**Routed clock nets over the placement**

Bar = 100 um.
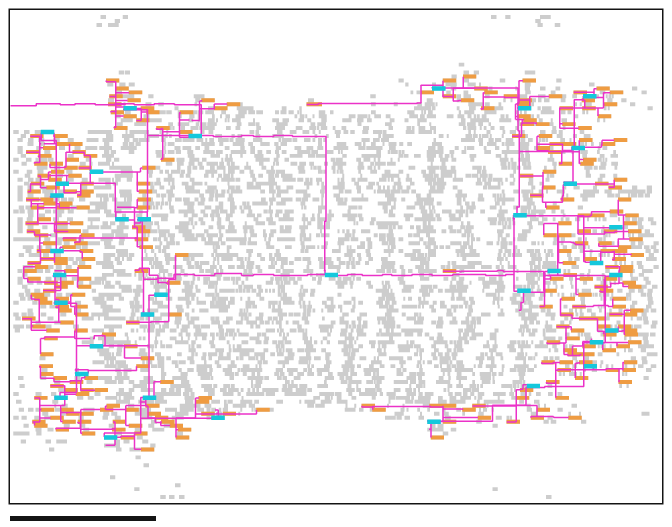
**Placed standard cells**

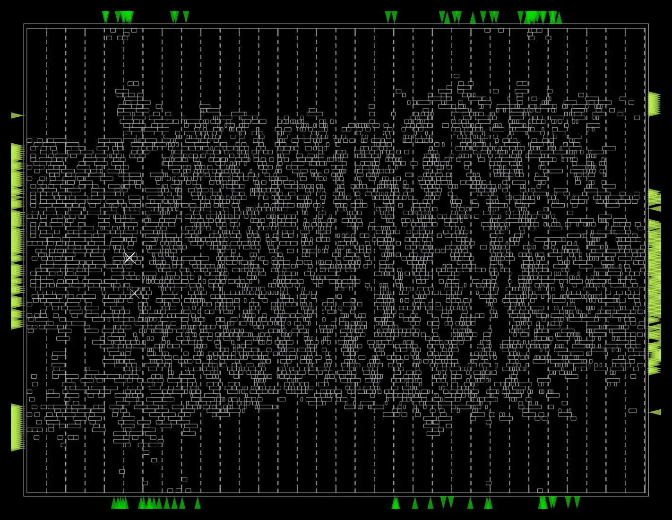
**src/rtl/xtea_core.sv**
```systemverilog
// XTEA block cipher engine: one 64-bit block per transaction, encrypt or decrypt chosen per block.
// Latency ROUNDS/UNROLL clocks of RUN after accept; in_ready low until the result is taken (out_valid held under backpressure).
module xtea_core #(
    parameter int unsigned ROUNDS = 32,
    parameter int unsigned UNROLL = 1,
    parameter logic [31:0] DELTA  = 32'h9E3779B9
) (
    input  logic         clock,
    input  logic         reset_n,
    input  logic         in_valid,
    output logic         in_ready,
    input  logic         mode,
    input  logic [31:0]  data_in1,
    input  logic [31:0]  data_in2,
    input  logic [127:0] key_in,
    output logic         out_valid,
    input  logic         out_ready,
    output logic [31:0]  data_out1,
    output logic [31:0]  data_out2,
    output logic         busy
);

    localparam logic [1:0] S_IDLE = 2'd0;
    localparam logic [1:0] S_RUN  = 2'd1;
    localparam logic [1:0] S_DONE = 2'd2;

    // Decrypt starts from the sum the encrypt pass would end on.
    localparam logic [31:0] SUM_DEC = DELTA * ROUNDS;
    localparam logic [7:0]  LAST    = 8'(ROUNDS);
    localparam logic [7:0]  STEP    = 8'(UNROLL);

    if (ROUNDS < 1 || ROUNDS > 255 || !(UNROLL == 1 || UNROLL == 2 || UNROLL == 4) ||
        (ROUNDS % UNROLL) != 0) begin : g_bad_params
        $error("xtea_core: ROUNDS must be 1..255 and a multiple of UNROLL (1, 2 or 4)");
    end

    logic [1:0]   state;
    logic [31:0]  v0;
    logic [31:0]  v1;
    logic [31:0]  sum;
    logic [127:0] key_q;
    logic         mode_q;
    logic [7:0]   cnt;

    logic [31:0]  r_v0;
    logic [31:0]  r_v1;
    logic [31:0]  r_sum;
    logic [7:0]   cnt_next;

    function automatic logic [31:0] kword(input logic [127:0] k, input logic [1:0] idx);
        logic [31:0] w;
        case (idx)
            2'd0:    w = k[127:96];
            2'd1:    w = k[95:64];
            2'd2:    w = k[63:32];
            default: w = k[31:0];
        endcase
        return w;
    endfunction

    function automatic logic [31:0] mix(input logic [31:0] v);
        return ((v << 4) ^ (v >> 5)) + v;
    endfunction

    // UNROLL full cycles chained combinationally per clock.
    always_comb begin
        r_v0  = v0;
        r_v1  = v1;
        r_sum = sum;
        for (int unsigned i = 0; i < UNROLL; i++) begin
            if (!mode_q) begin
                r_v0  = r_v0 + (mix(r_v1) ^ (r_sum + kword(key_q, r_sum[1:0])));
                r_sum = r_sum + DELTA;
                r_v1  = r_v1 + (mix(r_v0) ^ (r_sum + kword(key_q, r_sum[12:11])));
            end else begin
                r_v1  = r_v1 - (mix(r_v0) ^ (r_sum + kword(key_q, r_sum[12:11])));
                r_sum = r_sum - DELTA;
                r_v0  = r_v0 - (mix(r_v1) ^ (r_sum + kword(key_q, r_sum[1:0])));
            end
        end
    end

    assign cnt_next = cnt + STEP;

    always_ff @(posedge clock or negedge reset_n) begin
        if (!reset_n) begin
            state     <= S_IDLE;
            v0        <= '0;
            v1        <= '0;
            sum       <= '0;
            key_q     <= '0;
            mode_q    <= 1'b0;
            cnt       <= '0;
            data_out1 <= '0;
            data_out2 <= '0;
        end else begin
            case (state)
                S_IDLE: begin
                    if (in_valid) begin
                        v0     <= data_in1;
                        v1     <= data_in2;
                        key_q  <= key_in;
                        mode_q <= mode;
                        sum    <= mode ? SUM_DEC : 32'd0;
                        cnt    <= '0;
                        state  <= S_RUN;
                    end
                end
                S_RUN: begin
                    v0  <= r_v0;
                    v1  <= r_v1;
                    sum <= r_sum;
                    cnt <= cnt_next;
                    if (cnt_next == LAST) begin
                        data_out1 <= r_v0;
                        data_out2 <= r_v1;
                        state     <= S_DONE;
                    end
                end
                S_DONE: begin
                    if (out_ready) begin
                        state <= S_IDLE;
                    end
                end
                default: state <= S_IDLE;
            endcase
        end
    end

    assign in_ready  = (state == S_IDLE);
    assign out_valid = (state == S_DONE);
    assign busy      = (state == S_RUN) || (state == S_DONE);

endmodule

```
**config.mk**
```make
export PLATFORM = sky130hd
export DESIGN_NAME = xtea_core
export DESIGN_NICKNAME = d
export VERILOG_FILES = /design/src/rtl/xtea_core.sv
export SDC_FILE = /design/constraint.sdc
export NUM_CORES = 2
export LEC_CHECK = 0
export CAP_MARGIN = 20
export CORE_AREA = 2 2 445 336
export CTS_CLUSTER_SIZE = 28
export DETAILED_ROUTE_END_ITERATION = 6
export DIE_AREA = 0 0 447 338
export PLACE_DENSITY = 0.5
export SLEW_MARGIN = 30
export SYNTH_ARGS = -nofsm -noshare
export SYNTH_HDL_FRONTEND = slang
export SYNTH_SLANG_ARGS = --single-unit
```
**constraint.sdc**
```tcl
create_clock -name clock -period 11 [get_ports clock]
set_input_delay 3.3 -clock clock [delete_from_list [all_inputs] [get_ports clock]]
set_output_delay 3.3 -clock clock [all_outputs]
set_load 0.05 [all_outputs]
```
==> flow_summary_export.csv <==
group,metric,value,unit
hold_path,worstHoldEndpoint,"data_out2[19]",
sta,setup_slack,0.5269,ns
sta,finClkSkew,0.01412,ns
cells_and_area,flop-count,299,
clocking,cts_tree,"done",
synthesis,ys_warn_count,0,
sta,worst_pin_slew,1.019,ns
hold_path,min_from,"data_out2[19]",
setup_path,reg2reg_slack,0.53,ns
synthesis,synth-edff-count,0,
cells_and_area,drive_above_1_share,0.1085,
cells_and_area,finalNetCount,5089,
drt,dr.pass1.iters,7,
setup_path,reg2reg_from,"sum[0]",
outcome,status,"complete, but fails checks",
grt,met3_usage,0.05682,
sta,final-hold-violation-count,0,
setup_path,critical_path_depth,47,
setup_path,crit_fanout,18,
drt,vias,35490,
cells_and_area,buffers,395,
drt,postRouteAntennaNets,0,
placement,portBuffers,263,
setup_path,start_kind,"flip-flop",
sta,drv_slew,0,
job,cap_viol_max_count,0,
drt,drc,7,
cells_and_area,largest_class,"multi-input combinational cells",
setup_path,critPathBufInv,3,
synthesis,synth.distinct_cells,105,
outcome,failed_checks,"design-rule violations",
synthesis,synth_cells,4206,
setup_path,endpoint_kind,"flip-flop",
hold_path,hp-class,"flip-flop to flip-flop",
synthesis,ys_seq_elements,299,
placement,dp.cells,6422,
## Picture notes: 'routed clock nets over the placement'
legend:
  magenta:
    item: clock wires
    length: 5680 um
  orange:
    item: flip-flops
    count: 299
  cyan:
    item: clock-net drivers
    count: 36
flops lie: spread over the die

## Picture notes: 'placed standard cells'
Fillers: 15740
Core Region: 146800 um^2

==> state kept, by name, summed over array words and instances (netlist names) <==
name / count
cnt: 8
data_out1: 32
data_out2: 32
key_q: 128
mode_q: 1
state: 2
sum: 32
v0: 32
v1: 32
==> per-layer routing <==
metal | up-vias | part of all wire
met5 | - | 0
met4 | 0 | 0.0096
met3 | 111 | 0.13
met2 | 1979 | 0.33
met1 | 17320 | 0.53
li1 | 16080 | -
==> timing repair <==
item,4_1_cts,5_1_grt
setup buffers,0,4
gates resized,0,18
setup endpoints to repair,0,23
